==> src/rtl/fsm_lights_pkg.sv <==
// ---------------------------------------------------------------------------
// fsm_lights_pkg
// Shared definitions for the push-button front end of the light sequencer:
//   - debounce state encoding (2 bits)
//   - default debounce / auto-repeat periods
//   - helper mapping a debounce state to its debounced level
// ---------------------------------------------------------------------------
package fsm_lights_pkg;

    // 10 ms and 500 ms at a 100 MHz system clock.
    localparam int DEBOUNCE_CYCLES_DEF = 1_000_000;
    localparam int REPEAT_CYCLES_DEF   = 50_000_000;

    typedef enum logic [1:0] {
        DB_IDLE         = 2'd0,
        DB_PRESS_WAIT   = 2'd1,
        DB_HELD         = 2'd2,
        DB_RELEASE_WAIT = 2'd3
    } db_state_e;

    // The button counts as pressed once accepted, until a release is accepted.
    function automatic logic db_level(input db_state_e s);
        logic lvl;
        case (s)
            DB_HELD:         lvl = 1'b1;
            DB_RELEASE_WAIT: lvl = 1'b1;
            DB_IDLE:         lvl = 1'b0;
            DB_PRESS_WAIT:   lvl = 1'b0;
            default:         lvl = 1'b0;
        endcase
        return lvl;
    endfunction

endpackage

==> src/rtl/btn_debounce.sv <==
// ---------------------------------------------------------------------------
// btn_debounce
// One push-button channel: 2-flop synchroniser, four-state debounce FSM with
// a saturating stability counter, and a one-cycle press request.
// Optional auto-repeat while held is built only when BTN_REPEAT_EN is defined.
// Ports:
//   clk_i   system clock (rising edge)
//   rst_i   synchronous active-high reset
//   raw_i   asynchronous button input, high = pressed
//   level_o debounced level, registered
//   req_o   one-cycle press request, registered
// ---------------------------------------------------------------------------
module btn_debounce
    import fsm_lights_pkg::*;
#(
    parameter int DEBOUNCE_CYCLES = DEBOUNCE_CYCLES_DEF,
    parameter int REPEAT_CYCLES   = REPEAT_CYCLES_DEF
) (
    input  logic clk_i,
    input  logic rst_i,
    input  logic raw_i,
    output logic level_o,
    output logic req_o
);

    localparam int CNT_MAX = (DEBOUNCE_CYCLES > REPEAT_CYCLES) ? DEBOUNCE_CYCLES : REPEAT_CYCLES;
    localparam int CNT_W   = $clog2(CNT_MAX) + 1;
    localparam logic [CNT_W-1:0] DB_LAST = CNT_W'(DEBOUNCE_CYCLES - 1);

    // Counters stick at all-ones instead of wrapping.
    function automatic logic [CNT_W-1:0] sat_inc(input logic [CNT_W-1:0] v);
        logic [CNT_W-1:0] r;
        if (v == {CNT_W{1'b1}}) begin
            r = v;
        end else begin
            r = v + {{(CNT_W-1){1'b0}}, 1'b1};
        end
        return r;
    endfunction

    logic             sync1_q;
    logic             sync_q;
    db_state_e        state_q, state_d;
    logic [CNT_W-1:0] cnt_q, cnt_d;
    logic             press_req_s;
    logic             req_d, req_q;
    logic             level_q;

    // Synchroniser, FSM state, counter and registered outputs.
    always_ff @(posedge clk_i) begin
        if (rst_i) begin
            sync1_q <= 1'b0;
            sync_q  <= 1'b0;
            state_q <= DB_IDLE;
            cnt_q   <= '0;
            req_q   <= 1'b0;
            level_q <= 1'b0;
        end else begin
            sync1_q <= raw_i;
            sync_q  <= sync1_q;
            state_q <= state_d;
            cnt_q   <= cnt_d;
            req_q   <= req_d;
            level_q <= db_level(state_q);
        end
    end

    // Debounce next state; the counter only runs in the two wait states.
    always_comb begin
        state_d     = state_q;
        cnt_d       = '0;
        press_req_s = 1'b0;
        case (state_q)
            DB_IDLE: begin
                if (sync_q) begin
                    state_d = DB_PRESS_WAIT;
                end else begin
                    state_d = DB_IDLE;
                end
            end
            DB_PRESS_WAIT: begin
                if (!sync_q) begin
                    state_d = DB_IDLE;
                end else if (cnt_q == DB_LAST) begin
                    state_d     = DB_HELD;
                    press_req_s = 1'b1;
                end else begin
                    cnt_d = sat_inc(cnt_q);
                end
            end
            DB_HELD: begin
                if (!sync_q) begin
                    state_d = DB_RELEASE_WAIT;
                end else begin
                    state_d = DB_HELD;
                end
            end
            DB_RELEASE_WAIT: begin
                if (sync_q) begin
                    state_d = DB_HELD;
                end else if (cnt_q == DB_LAST) begin
                    state_d = DB_IDLE;
                end else begin
                    cnt_d = sat_inc(cnt_q);
                end
            end
            default: begin
                state_d = DB_IDLE;
            end
        endcase
    end

`ifdef BTN_REPEAT_EN
    localparam logic [CNT_W-1:0] REP_LAST = CNT_W'(REPEAT_CYCLES - 1);

    logic [CNT_W-1:0] rep_q, rep_d;
    logic             rep_req_s;

    // Repeat period counter; runs only while staying in HELD.
    always_comb begin
        rep_d     = '0;
        rep_req_s = 1'b0;
        if ((state_q == DB_HELD) && sync_q) begin
            if (rep_q == REP_LAST) begin
                rep_req_s = 1'b1;
            end else begin
                rep_d = sat_inc(rep_q);
            end
        end else begin
            rep_d = '0;
        end
    end

    // Repeat counter register.
    always_ff @(posedge clk_i) begin
        if (rst_i) begin
            rep_q <= '0;
        end else begin
            rep_q <= rep_d;
        end
    end

    assign req_d = press_req_s | rep_req_s;
`else
    assign req_d = press_req_s;
`endif

    assign level_o = level_q;
    assign req_o   = req_q;

endmodule

==> src/rtl/btn_conditioner.sv <==
// ---------------------------------------------------------------------------
// btn_conditioner
// Synchronises and debounces two push-buttons and turns each accepted press
// into a single-cycle pulse. Coincident requests are serialised: A goes out
// first, B follows one cycle later from a pending flag, so a and b are never
// high together. Auto-repeat while held is enabled by defining BTN_REPEAT_EN.
// Ports:
//   clk        system clock (rising edge)
//   rst        synchronous active-high reset
//   btn_a_raw  asynchronous button A, high = pressed
//   btn_b_raw  asynchronous button B, high = pressed
//   a, b       one-cycle press pulses, registered
//   a_level    debounced level of A, registered
//   b_level    debounced level of B, registered
// ---------------------------------------------------------------------------
module btn_conditioner
    import fsm_lights_pkg::*;
#(
    parameter int DEBOUNCE_CYCLES = DEBOUNCE_CYCLES_DEF,
    parameter int REPEAT_CYCLES   = REPEAT_CYCLES_DEF
) (
    input  logic clk,
    input  logic rst,
    input  logic btn_a_raw,
    input  logic btn_b_raw,
    output logic a,
    output logic b,
    output logic a_level,
    output logic b_level
);

    logic req_a_s, req_b_s;
    logic a_q, a_d;
    logic b_q, b_d;
    logic pend_q, pend_d;

    btn_debounce #(
        .DEBOUNCE_CYCLES (DEBOUNCE_CYCLES),
        .REPEAT_CYCLES   (REPEAT_CYCLES)
    ) u_db_a (
        .clk_i   (clk),
        .rst_i   (rst),
        .raw_i   (btn_a_raw),
        .level_o (a_level),
        .req_o   (req_a_s)
    );

    btn_debounce #(
        .DEBOUNCE_CYCLES (DEBOUNCE_CYCLES),
        .REPEAT_CYCLES   (REPEAT_CYCLES)
    ) u_db_b (
        .clk_i   (clk),
        .rst_i   (rst),
        .raw_i   (btn_b_raw),
        .level_o (b_level),
        .req_o   (req_b_s)
    );

    // Arbitration: A always wins; any B (new or pending) waits while A fires,
    // and a second B request arriving while one is pending merges into it.
    always_comb begin
        a_d    = req_a_s;
        b_d    = 1'b0;
        pend_d = 1'b0;
        if (req_a_s) begin
            pend_d = req_b_s | pend_q;
        end else begin
            b_d = req_b_s | pend_q;
        end
    end

    // Output pulse and pending-B registers.
    always_ff @(posedge clk) begin
        if (rst) begin
            a_q    <= 1'b0;
            b_q    <= 1'b0;
            pend_q <= 1'b0;
        end else begin
            a_q    <= a_d;
            b_q    <= b_d;
            pend_q <= pend_d;
        end
    end

    assign a = a_q;
    assign b = b_q;

endmodule

==> config.mk <==
export PLATFORM = sky130hd
export DESIGN_NAME = btn_conditioner
export DESIGN_NICKNAME = d
export VERILOG_FILES = /design/src/rtl/fsm_lights_pkg.sv /design/src/rtl/btn_debounce.sv /design/src/rtl/btn_conditioner.sv
export SDC_FILE = /design/constraint.sdc
export NUM_CORES = 1
export LEC_CHECK = 0
export ABC_AREA = 1
export CAP_MARGIN = 20
export CORE_MARGIN = 8
export CORE_UTILIZATION = 33
export CTS_BUF_LIST = sky130_fd_sc_hd__clkbuf_4 sky130_fd_sc_hd__clkbuf_8 sky130_fd_sc_hd__clkbuf_16
export CTS_CLUSTER_SIZE = 16
export DETAILED_ROUTE_END_ITERATION = 8
export DONT_BUFFER_PORTS = 1
export GPL_TIMING_DRIVEN = 0
export SYNTH_ARGS = -nofsm -noshare
export SYNTH_HDL_FRONTEND = slang
export SYNTH_SLANG_ARGS = --single-unit
export TNS_END_PERCENT = 1
==> constraint.sdc <==
create_clock -name clk -period 1.9 [get_ports clk]
set_input_delay 0.38 -clock clk [delete_from_list [all_inputs] [get_ports clk]]
set_output_delay 0.38 -clock clk [all_outputs]
set_load 0.005 [all_outputs]
Figure 1. Port wiring (run 1).
(4 px per um)
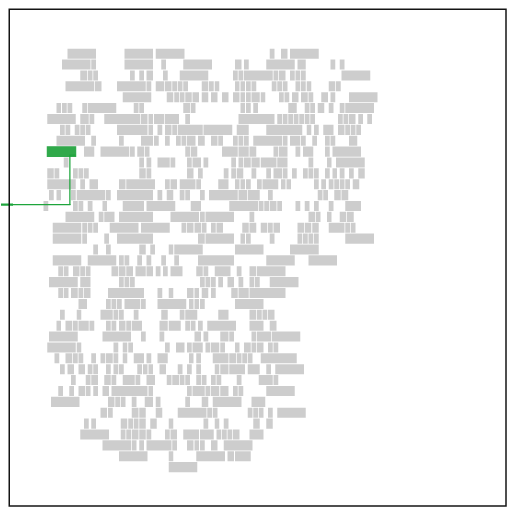
port	colour	bits	direction	edge	end cells	buffers	wire
a_level	green	1	output	left	1	0	28.3 um
Ports: 8
# port buffers: 0

Figure 2. Cells coloured by class (run 1).
(3 px per um)
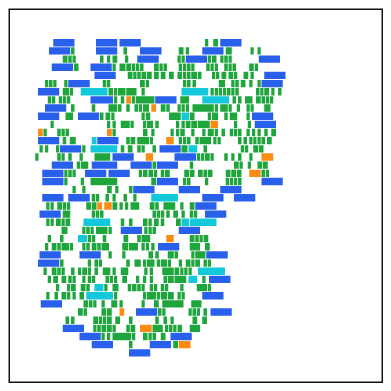
class	colour	cells	share of their area
clock drivers and dummy loads	cyan	16	6.7%
flip-flops	blue	69	33%
all other logic	green	518	57%
other buffers and delay cells	orange	15	2.7%
area inside the core boundary: 0.0114 mm^2
# rows: 39

==> COMMIT_EDITMSG, run 1 <==
Log flow metrics for this revision

* Syn Area/Cell: 6.41 um^2
* Vias in the first global route: 3306
- Yosys reports the multiplexer fraction of the synthesized area as 0.
- In the final report, the number of endpoints failing setup comes to 0.
* Ranking of synthesized cells by area: dfxtp_1 (36%), nand2_1 (16%), nor2_1 (11%)
- The post-synth register bit count is 69.
- CTS clk-pin slew, worst paths: 0.06 ns
- Of the available clock period, the critical path in the final layout requires 0.932.
- For met1 alone, demand over resource in global routing was 0.162.
- The first routing iteration left 244 violations.
* Yosys stat area: around 0.0038 mm^2
- Lkg Pwr: approximately 1.7 nW
* Met3 Resource Use GR: 0.0258
- Utilization after layout: 0.384
* Setup repair after global routing missed its margin: false
- Routed met1 length: 4.47 mm
- Once detailed placement completed, the half-perimeter wirelength came to 6.89 mm.
- Measured on the final layout, buffering overhead outside the clock network stands at 0.0258.
* Met3 wire length: 365 um
- Number of distinct standard cells referenced by the synthesized netlist: 29
- The initial antenna violation count was 0.
* Global route total overflow: 0
* R2R Path Start: u_db_b.cnt_q[0]
- TritonRoute pass-1 iters: 4
- Post-route ant nets: 0
* Depth of the worst register-to-register path: 9
* Final hold violation count: 0
- Tool Warnings: 26
* Count of multi-input combinational gates: around 440
- Warnings from Yosys: 0
* Result of the run: finished clean
* Number of sinks handled by clock tree synthesis: 69
- Design area: 0.00436 mm^2
- Derived from the worst setup path, the maximum achievable clock frequency is 565 MHz.
- In this run the most critical hold path is launched from btn_a_raw.
* GRT busiest layer: met2
* List of cells traversed by the critical path: ha_4 -> nand3_1 -> nor2_1 -> nand3_1 -> nor2_2 -> nor2_1 -> buf_2 -> nand3_1 -> inv_2
* Clock latency on the worst-skew pair: 0.33 ns
- Max Cap Violations: 0
Figure 3. Gate families picked out (run 1).
(2 px per um)
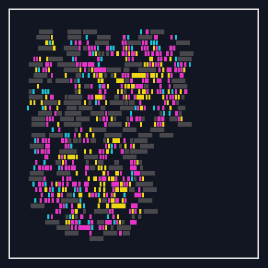
family	colour	cells
NOR gates	yellow	145
inverters	cyan	74
NAND gates	magenta	255
non-filler instance count after layout: 761
share of the final layout cell area in multi-input gates: 0.488
Commonest Layout Cell: nand2_1

## run 1: kinds of logic after synthesis
| kind of cell | after synthesis |
|---|---|
| simple gates | 402 |
| buf+inv | 85 |
| flops | 69 |
| compound gates | 33 |
| xor+xnor | 7 |
| fa+ha+maj | 2 |
## run 1: Yosys cell counts (all sizes together)
cell,instances
nand3b,9
nand3,67
inv,73
xor2,3
o21ai,6
clkinv,1
nor3,13
a21oi,25
buf,11
a21boi,2
or2,1
nand4,7
and3,1
dfxtp,69
nor3b,1
xnor2,4
nand2,172
nor2,131
ha,2
## run 1: where the power goes
group / total (mW) / internal [mW] / switching, mW
Clock: 1.58 / 0.898 / 0.683
Combinational: 0.0141 / 0.00469 / 0.00946
Sequential: 1.45 / 1.45 / 0.00339
Figure 4. A small window of the routed layout (run 1).
Window x 49 to 74, y 25 to 50 um. Cells in grey, sequential cells in the stronger grey; small squares are vias.
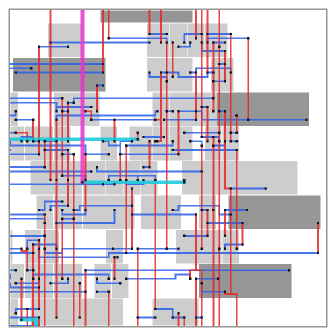

--- run 2 (diff from run 1) ---
CORE_MARGIN = not set   (was 8)
Figure 5. A small window of the routed layout (run 2).
Window x 42 to 67, y 20 to 45 um. Cells in grey, sequential cells in the stronger grey; small squares are vias.
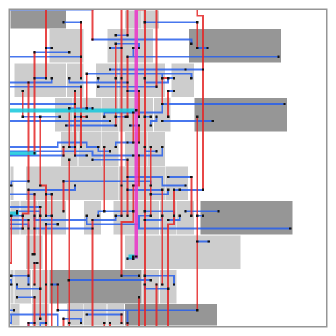
layer	colour
met4	magenta
met2	red
met3	cyan
met1	blue
netlist names of flops here include	u_db_b.cnt_q (6)
sequential cells in the window	6
cells with their middle in the window	46
most frequent	nand2_1 (12), nor2_1 (8), dfxtp_1 (6)

==> COMMIT_EDITMSG, run 2 <==
Log flow metrics for this revision

- Sorting the synthesis cell report by count puts at the top nand2_1.
- Endpoint of the worst hold-timing path: u_db_a.sync1_q
* Max Cap Violations: 0 (unchanged)
- Sorting the synthesized cells by area gives the leading types as dfxtp_1 (36%), nand2_1 (16%), nor2_1 (11%).
- Startpoint type of the worst setup path: register
- The power in the clock group came to 1.63 mW (+3%).
* Top FF cell, synth: dfxtp_1
- Met3 wire length: 303 um (-17%)
- The die is 110 um wide.
* Ranking of synthesized cells by instance count: nand2_1 (167), nor2_1 (116), dfxtp_1 (69), inv_1 (69), nand3_1 (58)
- Per report_power, the top consumer among the power groups is the clock network.
- The flow ran to the end, and the final reports show no timing, DRC or antenna violations.
- Library cell occupying the most area in the post-synthesis netlist: dfxtp_1
- Number of register bits inferred by synthesis: 69 (unchanged)
- Clock latency on the worst-skew pair: 0.34 ns (about the same)
- The share of total power consumed by net switching was 0.236 (+0.00766).
* Total buffers and inverters traversed by the critical path: 1
- Slowest Stage Delay on Critical Path: approximately 0.38 ns
- Post-CTS timing repair inserted 0 buffers for setup.
- Tool Warnings: 26 (unchanged)
- The count of routing violations after the opening detailed-route iteration came to 180 (-26%).
- GRT busiest layer: met2
- Per report_power, the Combinational row totals 0.0143 mW.
* Met3 Resource Use GR: 0.0285 (+0.00261)
- The synthesized area per cell came to 6.41 um^2 (unchanged).
* Routed met1 length: 4.50 mm (+0.69%)
* Max Clk Rate: 574 MHz (+1.6%)
* Utilization after layout: 0.384 (about the same)
- Hold path startpoint: btn_a_raw
- Post-synth tally of flip-flops with integrated enable: 0 (unchanged)
- Slew margin rel.: 0.705
- The cell-internal power is 2.37 mW (+0.77%).
- Worst slew pin tran: 0.442 ns
* Initial antenna violation count: 0 (unchanged)
- Switching Power: 0.731 mW (+5.2%)
- Area inside the core boundary: 0.0114 mm^2 (unchanged)
- Final cycle utilization of the critical path: 0.917 (-0.0150)
- The registers reported with the highest flop counts are u_db_a.cnt_q x27, u_db_b.cnt_q x27.
- The length of the first detailed-routing pass in iterations is 4 (unchanged).
- The logic depth of the worst register-to-register path was 9 (unchanged).
* Area fraction in compound gates after synthesis: 0.0444
- Vias in the first global route: 3238 (-2.1%)
- Warnings from Yosys: 0 (unchanged)
- The power in sequential cells is 1.45 mW (about the same).
- Lkg Pwr: 1.67 nW (+0.38%)
- Commonest Layout Cell: nand2_1
- The multiplexer fraction of the synthesized cell area came to 0 (unchanged).
- The number of top-level pins came to 8 (unchanged).
* Global route total overflow: 0 (unchanged)
- Critical Path Sink: u_db_a.cnt_q[14]
- The worst register-to-register path begins at u_db_a.cnt_q[0].
* Critical-path maximum fanout: 10
- The total number of placement rows came to 39 (unchanged).
* Async set-or-reset flop fraction in the synthesized netlist: 0 (unchanged)
* Setup repair after global routing missed its margin: false
* Part of the power in the clock network: 0.527 (+0.008)
- The part of the power in combinational logic came to 0.005 (about the same).
- # port buffers: 0 (unchanged)
* Post-route ant nets: 0 (unchanged)
- The clock transition at the registers of the reported paths was 0.06 ns (about the same).
- HPWL after detailed placement: 6.73 mm (-2.2%)
* List of cells traversed by the critical path: ha_2 -> nand2_1 -> nor2_4 -> nand2_4 -> nor2_8 -> nand3_4 -> buf_6 -> a21oi_1 -> nor2_1
- Cell depth of the worst hold path: 2
- Final hold violation count: 0 (unchanged)
- Number of buffers inserted during clock tree synthesis: 9
- The die covers between 0.01 and 0.015 mm^2.
- The post-synthesis cell type count was 29 (unchanged).
- Portion of the post-synthesis area used by sequential elements: 0.360
* Total of endpoints with negative setup slack in the final report: 0 (unchanged)
- The highest metal layer carrying signal wires in the routed design is met4.
* Number of sinks handled by clock tree synthesis: 69 (unchanged)
- Reg2reg end: u_db_a.cnt_q[14]
- Sequential fraction of design power: 0.469 (-0.008)
- Yosys stat area: 0.00383 mm^2 (unchanged)
Figure 6. Track usage over the die (run 2).
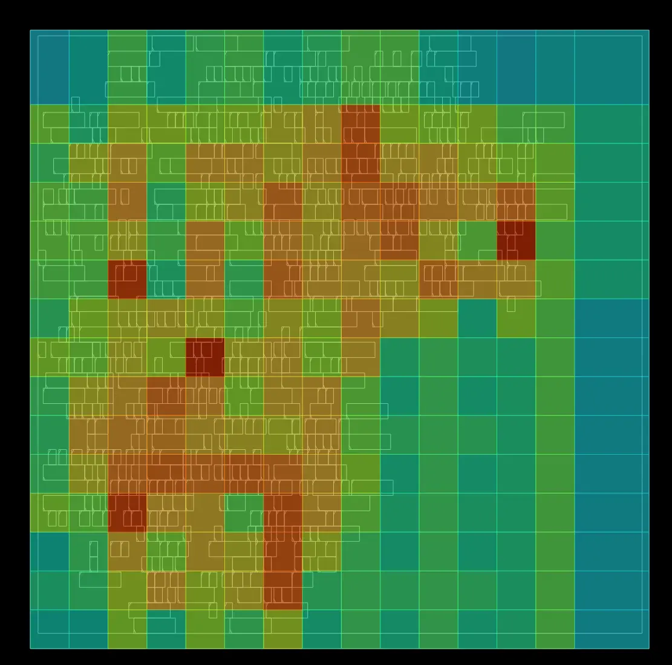
WL per Instance: 11.5 um
met1 usage: 0.210

run 2: cell counts after synthesis:
Identical to the previous run, type by type.
run 2: per-stage QoR:
stage               power, mW  cell area, um^2  std cells
floorplan                1.50             3830        598
global placement         1.50             4010        741
detailed placement       1.50             4010        741
CTS                      3.14             4310        757
global route             3.21             4360        761
finish                   3.10             4360        761
run 2: layout make-up:
cell class | count | area [um^2] | area share
multi-input combinational | 444 | 2120 | 0.486
sequential | 69 | 1380 | 0.317
inverter | 74 | 278 | 0.0637
clock buffer | 9 | 225 | 0.0516
tap | 143 | 179 | 0.0410
buffer | 11 | 82.6 | 0.0189
clock inverter | 7 | 65.1 | 0.0149
timing repair buffer | 4 | 30.0 | 0.00688
Figure 7. Cells coloured by class (run 2).
(3 px per um)
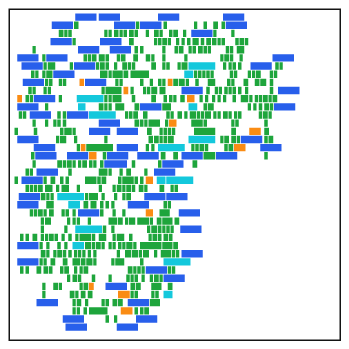

--- run 3 (diff from run 2) ---
SYNTH_HIERARCHICAL = 1   (was not set)
Figure 8. Cells coloured by class (run 3).
(3 px per um)
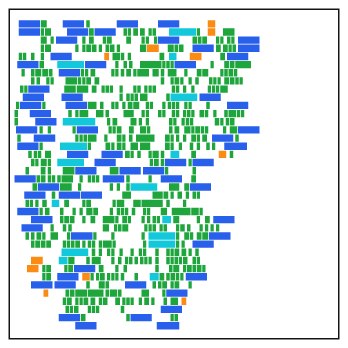
class	colour	cells	share of their area
flip-flops	blue	69	33%
other buffers and delay cells	orange	11	2.2%
clock drivers and dummy loads	cyan	16	7.3%
all other logic	green	514	57%
area inside the core boundary: 0.0110 mm^2
design area: 0.00434 mm^2
# rows: 38
utilization after layout: 0.394
proportion of cell area occupied by registers: 0.319

==> COMMIT_EDITMSG, run 3 <==
Log flow metrics for this revision

- The length of the first detailed-routing pass in iterations came to 5 (+1).
- Syn Area/Cell: 6.43 um^2 (+0.29%)
- In this run, power in combinational logic comes to roughly 0.013 mW.
- Power consumed by sequential cells: 1.45 mW (about the same)
* Async set-or-reset flop fraction in the synthesized netlist: 0 (unchanged)
- The most common cell in the synthesized netlist is nand2_1.
- The total number of warnings across the stage logs was 26 (unchanged).
- The post-synthesis compound-gate area fraction came to 0.0494 (+0.00500).
* Initial antenna violation count: 0 (unchanged)
- WL per Instance: 11.8 um (+2.3%)
- The sequential cell fraction of total power is 0.460 (-0.009).
- Post-synth the commonest register cell is dfxtp_1.
- In the hold report, the worst path ends at u_db_b/sync1_q.
- Number of non-clock buffers: 11 (-4)
- Yosys stat area: 0.00380 mm^2 (-0.88%)
- The sum of overflow across all layers after global routing came to 0 (unchanged).
- Count of multi-input combinational gates: 443 (-0.23%)
- Max power group: the clock network
- Area after detailed placement: 0.00398 mm^2 (-0.94%)
* Number of setup buffers added after CTS: 1 (+1)
* Ports: 8 (unchanged)
- Reg2reg end: u_db_b/cnt_q[1]
- The sequential-to-total area share from yosys stat came to 0.363 (+0.00320).
- Max Clk Rate: 563 MHz (-1.9%)
- The count of state elements after synthesis was 69 (unchanged).
* Total of clock buffers placed in the layout: 9 (unchanged)
- Result of the run: finished clean
- The multiplexer fraction of the synthesized cell area was 0 (unchanged).
* Number of buffers inserted during clock tree synthesis: 9 (unchanged)
* Ranking of synthesized cells by area: dfxtp_1 (36%), nand2_1 (16%), nor2_1 (11%)
- The total count of hold-check failures in the final report came to 0 (unchanged).
- Looking at the reg2reg group, the worst path starts from u_db_b/cnt_q[0].
- The reported leakage power is 1.65 nW (-1.3%).
* Inverters, non-clock: 71 (-4.1%)
- The measured slew at the worst slew-check pin is 0.551 ns (+0.109 ns).
- The number of tap cells inserted came to 140 (-2.1%).
- The total die size came to 0.0120 mm^2 (-0.86%).
- The count of clock tree sinks is 69 (unchanged).
* Depth of the worst register-to-register path: 9 (unchanged)
* Highest routed metal layer: met4
- The total chip power came to 3.16 mW (+1.8%).
- For reference, the top cells by count after synthesis are nand2_1 (167), nor2_1 (112), dfxtp_1 (69), inv_1 (66), nand3_1 (58).
* Commonest Layout Cell: nand2_1
- The launch point of the worst min-delay path is recorded as rst.
Figure 9. A small window of the routed layout (run 3).
Window x 42 to 67, y 20 to 45 um. Cells in grey, sequential cells in the stronger grey; small squares are vias.
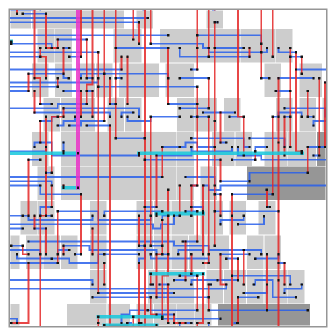
layer	colour
met3	cyan
met2	red
met4	magenta
met1	blue
sequential cells in the window	2
cells with their middle in the window	77
netlist names of flops here include	u_db_a/cnt_q (2)
most frequent	nand2_1 (28), nor2_1 (14), inv_1 (10)

## run 3: through the flow
stage                     worst slack [ns]  hold slack (ns)
final                                0.124            0.111
after global routing               0.00714            0.101
after CTS                          0.00634            0.101
after detailed placement           -0.0824            0.409
after global placement             -0.0604            0.393
after floorplan                      0.302            0.388
## run 3: worst max-delay path, stage by stage, from the launching register on
cell and delay (ns):
dfxtp_2 0.38, ha_2 0.22, inv_1 0.07, nor2_4 0.21
nand2_4 0.11, nor2_8 0.16, nand3_2 0.13, clkbuf_4 0.23
nand2_1 0.07, a21oi_1 0.06
## run 3: metal layers
layer  up-vias  track usage
li1       1886            -
met1      1669        0.233
met2        69        0.238
met3        15       0.0302
met4         0       0.0733
met5         -            0
No activity file was given, so power comes from the tool's default toggle rates.
